===== config.mk =====
export PLATFORM = sky130hd
export DESIGN_NAME = nest_tokenizer
export DESIGN_NICKNAME = d
export VERILOG_FILES = /design/src/rtl/nest_pkg.sv /design/src/rtl/nest_tokenizer.sv
export SDC_FILE = /design/constraint.sdc
export NUM_CORES = 1
export LEC_CHECK = 0
export ABC_AREA = 1
export CAP_MARGIN = 10
export CORE_MARGIN = 2
export CORE_UTILIZATION = 50
export DETAILED_ROUTE_END_ITERATION = 10
export MAX_ROUTING_LAYER = met4
export PLACE_DENSITY_LB_ADDON = 0.08
export SYNTH_ARGS = -nofsm -noshare
export SYNTH_HDL_FRONTEND = slang
export SYNTH_SLANG_ARGS = --single-unit

===== constraint.sdc =====
create_clock -name clk -period 2.6 [get_ports clk]
set_clock_uncertainty 0.1 [all_clocks]
set_input_delay 0.52 -clock clk [delete_from_list [all_inputs] [get_ports clk]]
set_output_delay 0.52 -clock clk [all_outputs]
set_load 0.01 [all_outputs]

===== src/rtl/nest_pkg.sv =====
// nest_pkg
// Shared types and helpers for the nested begin/end, fork/join checker.
// Contents:
//   kw_e          - the four recognised keywords
//   tok_state_e   - tokenizer states
//   ERR_*         - error codes reported on err_code
//   TYPE_B/TYPE_F - one-bit stack entry types (begin-type / fork-type)
//   fold_lower    - ASCII lowercase fold for case-insensitive matching
//   kw_letter     - letter idx of a keyword (lowercase)
//   kw_last       - index of the last letter of a keyword
//   kw_is_close   - end/join close a block, begin/fork open one
//   kw_type       - stack type a keyword pushes or expects on top
package nest_pkg;

  typedef enum logic [1:0] {KW_BEGIN, KW_END, KW_FORK, KW_JOIN} kw_e;

  typedef enum logic [1:0] {IDLE, MATCH, FULL, SKIP} tok_state_e;

  localparam logic [1:0] ERR_NONE      = 2'd0;
  localparam logic [1:0] ERR_UNDERFLOW = 2'd1;
  localparam logic [1:0] ERR_OVERFLOW  = 2'd2;
  localparam logic [1:0] ERR_MISMATCH  = 2'd3;

  localparam logic TYPE_B = 1'b0;
  localparam logic TYPE_F = 1'b1;

  localparam logic [7:0] CHAR_SPACE = 8'h20;

  function automatic logic [7:0] fold_lower(input logic [7:0] c);
    if (c >= 8'h41 && c <= 8'h5A) begin
      return c | 8'h20;
    end
    return c;
  endfunction

  function automatic logic [7:0] kw_letter(input kw_e kw, input logic [2:0] idx);
    logic [7:0] l;
    l = 8'h00;
    case (kw)
      KW_BEGIN: begin
        case (idx)
          3'd0: l = "b";
          3'd1: l = "e";
          3'd2: l = "g";
          3'd3: l = "i";
          3'd4: l = "n";
          default: l = 8'h00;
        endcase
      end
      KW_END: begin
        case (idx)
          3'd0: l = "e";
          3'd1: l = "n";
          3'd2: l = "d";
          default: l = 8'h00;
        endcase
      end
      KW_FORK: begin
        case (idx)
          3'd0: l = "f";
          3'd1: l = "o";
          3'd2: l = "r";
          3'd3: l = "k";
          default: l = 8'h00;
        endcase
      end
      KW_JOIN: begin
        case (idx)
          3'd0: l = "j";
          3'd1: l = "o";
          3'd2: l = "i";
          3'd3: l = "n";
          default: l = 8'h00;
        endcase
      end
      default: l = 8'h00;
    endcase
    return l;
  endfunction

  function automatic logic [2:0] kw_last(input kw_e kw);
    logic [2:0] n;
    case (kw)
      KW_BEGIN: n = 3'd4;
      KW_END:   n = 3'd2;
      default:  n = 3'd3;
    endcase
    return n;
  endfunction

  function automatic logic kw_is_close(input kw_e kw);
    return (kw == KW_END) || (kw == KW_JOIN);
  endfunction

  function automatic logic kw_type(input kw_e kw);
    return ((kw == KW_FORK) || (kw == KW_JOIN)) ? TYPE_F : TYPE_B;
  endfunction

endpackage


===== src/rtl/nest_tokenizer.sv =====
// nest_tokenizer
// Splits the character stream into space-separated words and recognises
// the keywords begin/end/fork/join case-insensitively.
// Ports:
//   clk      - rising-edge clock
//   reset    - asynchronous active-low reset
//   clear    - synchronous clear, wins over in_valid
//   in_valid - consume in on this edge
//   in       - ASCII character
//   state    - registered tokenizer state
//   kw       - keyword being matched / fully matched (meaningful in MATCH/FULL)
//   commit   - high on the edge that terminates a complete keyword with a space
module nest_tokenizer
  import nest_pkg::*;
(
  input  logic       clk,
  input  logic       reset,
  input  logic       clear,
  input  logic       in_valid,
  input  logic [7:0] in,
  output tok_state_e state,
  output kw_e        kw,
  output logic       commit
);

  tok_state_e state_q, state_d;
  kw_e        kw_q, kw_d;
  logic [2:0] idx_q, idx_d;
  logic [7:0] ch;

  assign ch = fold_lower(in);

  // State register: a clear behaves exactly like reset, and the character
  // presented alongside it is discarded.
  always_ff @(posedge clk or negedge reset) begin
    if (!reset) begin
      state_q <= IDLE;
      kw_q    <= KW_BEGIN;
      idx_q   <= 3'd0;
    end else if (clear) begin
      state_q <= IDLE;
      kw_q    <= KW_BEGIN;
      idx_q   <= 3'd0;
    end else begin
      state_q <= state_d;
      kw_q    <= kw_d;
      idx_q   <= idx_d;
    end
  end

  // Next-state logic: the first letter picks the only possible keyword
  // since the four keywords start with distinct letters; after that each
  // letter must match in order or the rest of the word is skipped.
  always_comb begin
    state_d = state_q;
    kw_d    = kw_q;
    idx_d   = idx_q;
    if (in_valid) begin
      case (state_q)
        IDLE: begin
          if (in == CHAR_SPACE) begin
            state_d = IDLE;
          end else if (ch == "b") begin
            state_d = MATCH;
            kw_d    = KW_BEGIN;
            idx_d   = 3'd1;
          end else if (ch == "e") begin
            state_d = MATCH;
            kw_d    = KW_END;
            idx_d   = 3'd1;
          end else if (ch == "f") begin
            state_d = MATCH;
            kw_d    = KW_FORK;
            idx_d   = 3'd1;
          end else if (ch == "j") begin
            state_d = MATCH;
            kw_d    = KW_JOIN;
            idx_d   = 3'd1;
          end else begin
            state_d = SKIP;
          end
        end
        MATCH: begin
          if (in == CHAR_SPACE) begin
            state_d = IDLE;
          end else if (ch == kw_letter(kw_q, idx_q)) begin
            if (idx_q == kw_last(kw_q)) begin
              state_d = FULL;
            end else begin
              idx_d = idx_q + 3'd1;
            end
          end else begin
            state_d = SKIP;
          end
        end
        FULL: begin
          state_d = (in == CHAR_SPACE) ? IDLE : SKIP;
        end
        SKIP: begin
          state_d = (in == CHAR_SPACE) ? IDLE : SKIP;
        end
        default: state_d = IDLE;
      endcase
    end
  end

  // Outputs: the commit pulse is the space that closes a full keyword.
  always_comb begin
    state  = state_q;
    kw     = kw_q;
    commit = in_valid && !clear && (state_q == FULL) && (in == CHAR_SPACE);
  end

endmodule


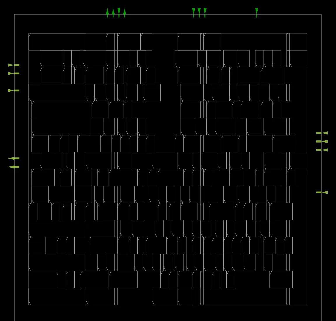
Figure 1: cell outlines without signal wires.
fill cell count: 170
post-layout util: 68.4%
flip-flops: 7

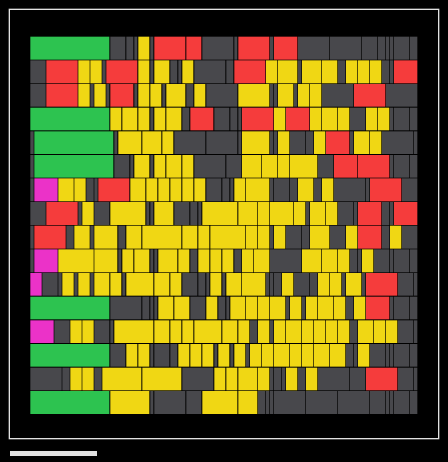
Figure 2: cell classes on the final placement.
Scale bar: 10 um. Fill, decap, tap and diode cells in gray.
color	class	cells	share of their area
red	other buffers and delay cells	27	18%
yellow	all other logic	173	66%
magenta	clock drivers and dummy loads	4	2.0%
green	flip-flops	7	14%
Core Rows: 16
cell area after layout: 0.00133 mm2

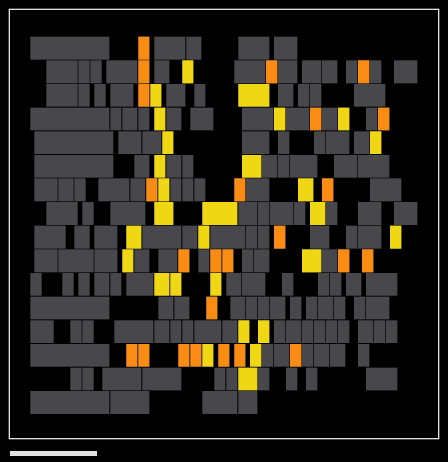
Figure 3: gate-type map.
Scale bar: 10 um.
color	family	cells	most used
orange	inverters	24	inv_1
yellow	NOR gates	28	nor2_1
Comb area share: 57.6%
Finished Layout Cells: 238
most used logic cell in the final layout: nand2_1

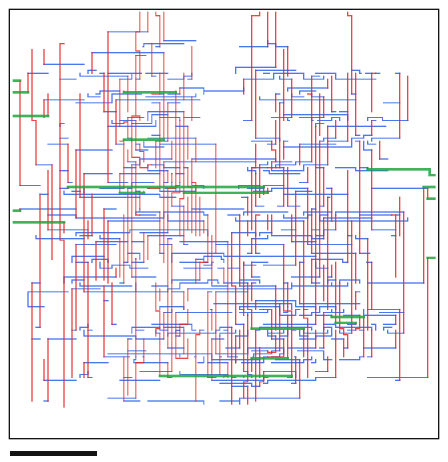
Figure 4: wiring by layer.
Scale bar: 10 um.
color	layer	wire length
green	met3	101 um
red	met2	1,330 um
blue	met1	1,180 um
via count: 1,195
Routed WL per cell: 11.0 um

==> changes_impl.md <==
### Implementation results

- Outcome: finished clean
- Worst rel slew slack: between 70 and 80%
- Synthesized flop and latch total: 7
- Max layer used: met3
- Max_cap viols: 0
- Actual transition at the worst max-transition pin: between 0.3 and 0.4 ns
- Setup violations, final: 0
- TritonCTS Buffers: 3
- Number of synthesized flops with an enable pin: 0
- Core Density at Floorplan: 52.8%
- Final Critical Period: ~2.4 ns
- Critical Path End Type: output port
- Worst setup path start: in[7]
- Net count after synthesis: slightly below 200
- Mux area share: 0%
- Adder-cell area share of the yosys netlist: under 10%
- Initial antenna violation count: 0
- Buffers added on ports: 16
- Largest net degree at the start of global routing: 8
- Synth cell types: 22
- WL met2: between 1 and 1.5 mm
- Yosys top cell area share: approximately 23%
- CTS tree: done
- Crit path arrival time: ~1.8 ns
- Tcrit/Tclk final: 91.6%
- Crit path depth: 6
- Die Area: 0.00243 mm2
- Max Fclk: roughly 420 MHz
- Drt drc: 0
- FFs w/ async S/R, synth: 100%
- Insertion Delay late pin: approximately 0.24 ns
- Clock buffer depth: 2
- Top cells, area: nand2_1 (23%), dfrtp_1 (17%), nand3_1 (9.8%)
- Sequential share of the synthesized area: 17.1%
- Log Warnings: 29
- Post-Place Setup Slack: -0.240 ns
- DR iter-0 viols: around 45
- CP Launch Type: input pin
- Vias in the first global route: 1,169
- First drt pass iteration count: 4
- Overall power: about 560 uW
- Worst reg-to-reg path cell count: 12
- Ports: 17
- Via density: around 5
- Yosys simple share: a little under three fifths
- Leak pwr: 0.691 nW
- Crit path buf inv count: 2
- Synth Area per Inst: between 5 and 6 um2
- Die X: around 50 um
- Largest combinational cell category by area: simple AND/OR/NAND/NOR gates
- Worst-path clk slew: 0.05 ns
- Final hold violation count: 0
- CTS resizes: 2
- Routability Congestion: 0.996
- Most numerous logic cells after layout: nand2_1 (62), inv_1 (21), nand3_1 (20)
-- where the power goes --
| part | internal [mW] | switching (mW) |
|---|---|---|
| logic | 0.135 | 0.193 |
| registers | 0.121 | 0.0226 |
| clock network | 0.0581 | 0.0333 |
| total | 0.314 | 0.249 |
-- area by class of cell --
class / instances / area [um2]
Clock buffer: 4 / 26.3
Inverter: 24 / 90.1
Fill cell: 170 / 614
Multi-Input combinational cell: 149 / 764
Tap cell: 27 / 33.8
Timing Repair Buffer: 27 / 238
Sequential cell: 7 / 175
-- sequential cells by signal (all words and copies together) (netlist names) --
| signal | flops |
|---|---|
| kw | 2 |
| state | 2 |
| idx_q | 3 |
-- layer usage --
layer | up-vias | GRT usage, %
met5 | - | -
met4 | 0 | 6.67
met3 | 0 | 0.307
met2 | 30 | 43.9
met1 | 526 | 28.6
li1 | 639 | -
Power and IR drop assume default switching activity.
